**config.mk**
```make
export PLATFORM = sky130hd
export DESIGN_NAME = seg_display_scan_controller
export DESIGN_NICKNAME = d
export VERILOG_FILES = /design/src/rtl/seg_display_scan_controller.sv
export SDC_FILE = /design/constraint.sdc
export NUM_CORES = 1
export LEC_CHECK = 0
export CORE_MARGIN = 2
export CORE_UTILIZATION = 40
export DETAILED_ROUTE_END_ITERATION = 10
export PLACE_DENSITY_LB_ADDON = 0.08
export SYNTH_ARGS = -nofsm -noshare
export SYNTH_HDL_FRONTEND = slang
export SYNTH_SLANG_ARGS = --single-unit
```
**constraint.sdc**
```tcl
create_clock -name clk -period 3.7 [get_ports clk]
set_input_delay 0.925 -clock clk [delete_from_list [all_inputs] [get_ports clk]]
set_output_delay 0.925 -clock clk [all_outputs]
set_load 0.03 [all_outputs]
```
**src/rtl/seg_display_scan_controller.sv**
```systemverilog
// Four-digit multiplexed BCD scan controller with per-slot anti-ghosting blank and frame-synchronous
// double-buffered digit data. Optional macro: LEADING_ZERO_BLANK_EN (suppresses leading-zero digits).
module seg_display_scan_controller #(
    parameter int SCAN_DIV     = 50000,
    parameter int BLANK_CYCLES = 16
) (
    input  logic        clk,
    input  logic        rst,
    input  logic        en,
    input  logic [15:0] digits,
    input  logic        load,
    input  logic [3:0]  dp_mask,
    output logic [3:0]  bcd,
    output logic [3:0]  anode,
    output logic        dp,
    output logic [1:0]  digit_idx,
    output logic        frame_done
);

    localparam int CW = $clog2(SCAN_DIV);
    localparam logic [CW-1:0] SLOT_LAST  = CW'(SCAN_DIV - 1);
    localparam logic [CW-1:0] BLANK_LAST = CW'(BLANK_CYCLES - 1);

    typedef enum logic [1:0] {
        IDLE,
        BLANK,
        SHOW
    } state_t;

    state_t        state_q, state_d;
    logic [CW-1:0] cnt_q, cnt_d;
    logic [1:0]    idx_q, idx_d;
    logic [15:0]   disp_q, disp_d;
    logic [15:0]   pend_q, pend_d;
    logic          pend_flag_q, pend_flag_d;
    logic [3:0]    anode_q, anode_d;
    logic [3:0]    bcd_q, bcd_d;
    logic          dp_q, dp_d;
    logic          frame_done_q, frame_done_d;

    logic          boundary;
    logic          hide;

    always_ff @(posedge clk) begin
        if (rst) begin
            state_q      <= IDLE;
            cnt_q        <= '0;
            idx_q        <= '0;
            disp_q       <= '0;
            pend_q       <= '0;
            pend_flag_q  <= 1'b0;
            anode_q      <= '1;
            bcd_q        <= '0;
            dp_q         <= 1'b0;
            frame_done_q <= 1'b0;
        end else begin
            state_q      <= state_d;
            cnt_q        <= cnt_d;
            idx_q        <= idx_d;
            disp_q       <= disp_d;
            pend_q       <= pend_d;
            pend_flag_q  <= pend_flag_d;
            anode_q      <= anode_d;
            bcd_q        <= bcd_d;
            dp_q         <= dp_d;
            frame_done_q <= frame_done_d;
        end
    end

    always_comb begin
        state_d     = state_q;
        cnt_d       = cnt_q;
        idx_d       = idx_q;
        disp_d      = disp_q;
        pend_d      = pend_q;
        pend_flag_d = pend_flag_q;
        bcd_d       = bcd_q;
        dp_d        = dp_q;
        hide        = 1'b0;

        // Frame boundary: leaving IDLE, or the final SHOW cycle of digit 3.
        boundary = en && ((state_q == IDLE) ||
                          (state_q == SHOW && cnt_q == SLOT_LAST && idx_q == 2'd3));

        if (!en) begin
            state_d = IDLE;
            cnt_d   = '0;
            idx_d   = '0;
        end else begin
            case (state_q)
                IDLE: begin
                    state_d = BLANK;
                    cnt_d   = '0;
                    idx_d   = '0;
                end
                BLANK: begin
                    cnt_d = cnt_q + 1'b1;
                    if (cnt_q == BLANK_LAST) state_d = SHOW;
                end
                SHOW: begin
                    if (cnt_q == SLOT_LAST) begin
                        state_d = BLANK;
                        cnt_d   = '0;
                        idx_d   = idx_q + 2'd1;
                    end else begin
                        cnt_d = cnt_q + 1'b1;
                    end
                end
                default: begin
                    state_d = IDLE;
                    cnt_d   = '0;
                    idx_d   = '0;
                end
            endcase
        end

        // A load in the boundary cycle bypasses pending so it is visible in this frame.
        if (boundary) begin
            if (load) begin
                disp_d = digits;
            end else if (pend_flag_q) begin
                disp_d = pend_q;
            end
            pend_flag_d = 1'b0;
        end else if (load) begin
            pend_d      = digits;
            pend_flag_d = 1'b1;
        end

        if (state_d == IDLE) begin
            dp_d = 1'b0;
        end else if (state_d == BLANK && state_q != BLANK) begin
            bcd_d = disp_d[{idx_d, 2'b00} +: 4];
            dp_d  = dp_mask[idx_d];
        end

`ifdef LEADING_ZERO_BLANK_EN
        case (idx_d)
            2'd1:    hide = (disp_d[15:4] == 12'h000);
            2'd2:    hide = (disp_d[15:8] == 8'h00);
            2'd3:    hide = (disp_d[15:12] == 4'h0);
            default: hide = 1'b0;
        endcase
`endif

        if (state_d == SHOW && !hide) begin
            anode_d = ~(4'b0001 << idx_d);
        end else begin
            anode_d = 4'b1111;
        end

        frame_done_d = (state_d == SHOW) && (cnt_d == SLOT_LAST) && (idx_d == 2'd3);
    end

    assign bcd        = bcd_q;
    assign anode      = anode_q;
    assign dp         = dp_q;
    assign digit_idx  = idx_q;
    assign frame_done = frame_done_q;

endmodule
```
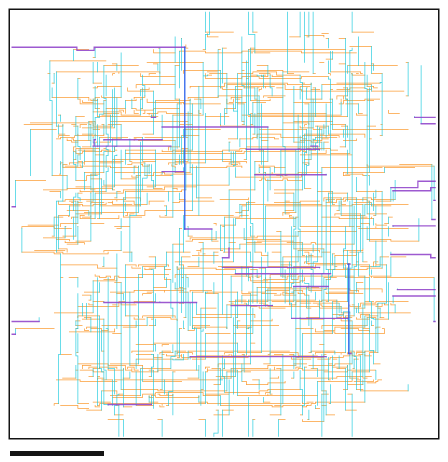
(metal layers overlaid)
Bar = 20 um.
legend:
  orange:
    layer: metal 1
    wire_length: 3,760 um
  purple:
    layer: metal 3
    wire_length: 338 um
  cyan:
    layer: metal 2
    wire_length: 3,400 um
  blue:
    layer: metal 4
    wire_length: 57.8 um
Routed Wire Length: 7560 um
Total Routing Usage GR: 19.30%
number of vias after detailed routing: 2,633

==> Slide: Implementation Results <==
Synthesis and Place & Route Summary

Status
  – Status: finished clean

Layout
  – Area delta synth->final: 21.29%
  – Net count of the finished layout: 420
  – Dominant logic cell type in the layout: sky130_fd_sc_hd__dfxtp_1
  – Commonest non-fill, non-tap cells in the layout: sky130_fd_sc_hd__dfxtp_1, sky130_fd_sc_hd__nand2_1, sky130_fd_sc_hd__nor2_1
  – N_diodes: 0
  – Utilization after layout: a little over 50%

Setup path
  – Critical path arrival: between 3 and 4 ns
  – Crit start category: primary input
  – Path type of the worst setup path: in -> reg
  – CP Cell Sequence: clkdlybuf4s50_1 > and2_1 > nand2_1 > o21a_1 > buf_4 > o32ai_1 > nor3_1 > a311oi_1 > o31ai_1
  – Cell type of the slowest stage on the worst timing path: sky130_fd_sc_hd__clkdlybuf4s50_1
  – Delay of the slowest critical-path stage: just over 0.6 ns
  – CP Buf/Inv Count: 2
  – Crit-path max FO: 10
  – CP Depth: 9

Logic synthesis
  – Number of cells in Yosys stat: 360
  – Synth async-reset ratio: 0%
  – Most used standard cell by instance count after synthesis: sky130_fd_sc_hd__dfxtp_1
  – Synth cell types: 51
  – Register bit total from synthesis: around 63
  – Most common flop cell mapped by yosys: sky130_fd_sc_hd__dfxtp_1
  – Post-Syn Nets: around 390
  – Synth Area per Inst: ~8.5 um^2

Final timing
  – Worst relative slew slack: 46.38%
  – Number of setup violations in the final report: 0
  – Transition time at the pin with the least slew margin: slightly below 0.8 ns
  – Portion of the clock cycle consumed by the worst path in the final layout: 81.45%
  – RSZ-0062 raised after global routing: false
  – Pins over their slew limit: 0

Drt
  – Remaining DRCs: 0
  – DRT antenna net count: 0

Placed design
  – Number of buffer cells added on primary ports: 35
  – Weighted congestion reported at the end of routability-driven placement: 0.8168
  – Sum of net half-perimeters after detailed placement: between 5000 and 6000 um
  – DP Cell Count: between 400 and 500

Clock tree
  – Hold bufs inserted after CTS: 0
  – Insertion delay to the later sink of the worst-skew pair: 0.34 ns
  – Library cell used as clock root buffer: sky130_fd_sc_hd__clkbuf_8

Power and ir drop
  – Worst IR drop on VDD: 182.5 uV
  – Sw power: approximately 0.00038 W
  – Combinational power share: 11.1%
  – Share of power burned in the clock network: around 43%
  – Cell area power density: 422.7 nW/um^2

Floorplan
  – Die width: roughly 91 um

Global route
  – Initial antenna violation count: 0
  – Via count of the first global-routing pass: about 2.5k

Job
  – Warning total across the stage logs: 29
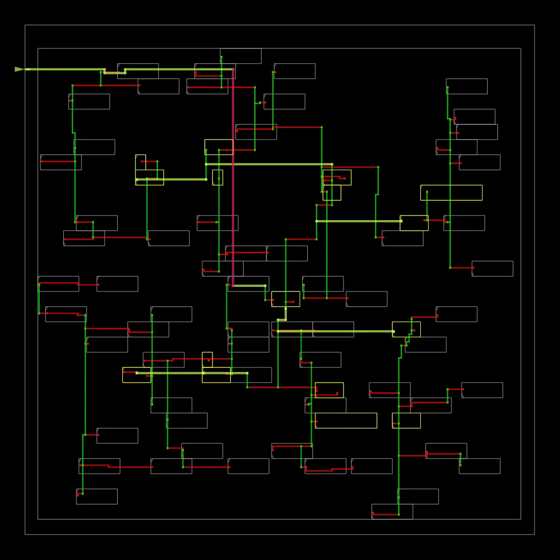
(clock wiring as the flow saved it)
total clock buffers created by CTS: 9
sequential cell count of the final layout: 63
clock sink count: 63

-- layer usage --
layer	track usage [%]	wire length [um]
met2	29.69	3403
met4	5.051	57
met5	0	0
met1	26.25	3761
met3	5.975	337
-- cells by family (layout without fill, tap and decap cells) --
logic type	count (synthesis)	count (layout)	synth area share, %
simple gates	168	168	27.78
compound gates	74	74	18.41
flops	63	63	41.43
buf+inv	29	64	4.027
xor+xnor	17	17	4.891
fa+ha+maj	6	6	2.466
mux	3	3	0.9865
-- registers in the layout, summed over array words and instances, names as in the netlist --
| name | flops |
|---|---|
| cnt_q | 16 |
| disp_q | 16 |
| pend_q | 16 |
| anode | 4 |
| bcd | 4 |
| digit_idx | 2 |
| state_q | 2 |
| dp | 1 |
| frame_done | 1 |
| pend_flag_q | 1 |
-- final cells by class --
type	instances	area [um^2]	share of cell area (%)
clock buffers	10	137.6	3.728
clock inverters	6	83.83	2.270
inverters	6	22.52	0.6100
multi-input cells	268	1660	44.97
flip-flops and latches	63	1261	34.16
well taps	99	123.9	3.355
repair buffers	42	402.9	10.91
-- worst min path at each step --
| stage | endpoint | cells after the start |
|---|---|---|
| after floorplan | cnt_q[0]$_SDFF_PP0_ | 1 |
| after global placement | pend_q[7]$_SDFFE_PP0P_ | 2 |
| after detailed placement | pend_q[10]$_SDFFE_PP0P_ | 2 |
| after CTS | pend_q[10]$_SDFFE_PP0P_ | 2 |
| after global routing | pend_q[4]$_SDFFE_PP0P_ | 2 |
| final | pend_q[9]$_SDFFE_PP0P_ | 2 |
-- tightest hold or removal path: cells and delay by family (launching register included) --
family,cells,cell delay (ns)
simple gates,1,0.05
compound gates,1,0.05
flops,1,0.31
Power and IR drop assume default switching activity.
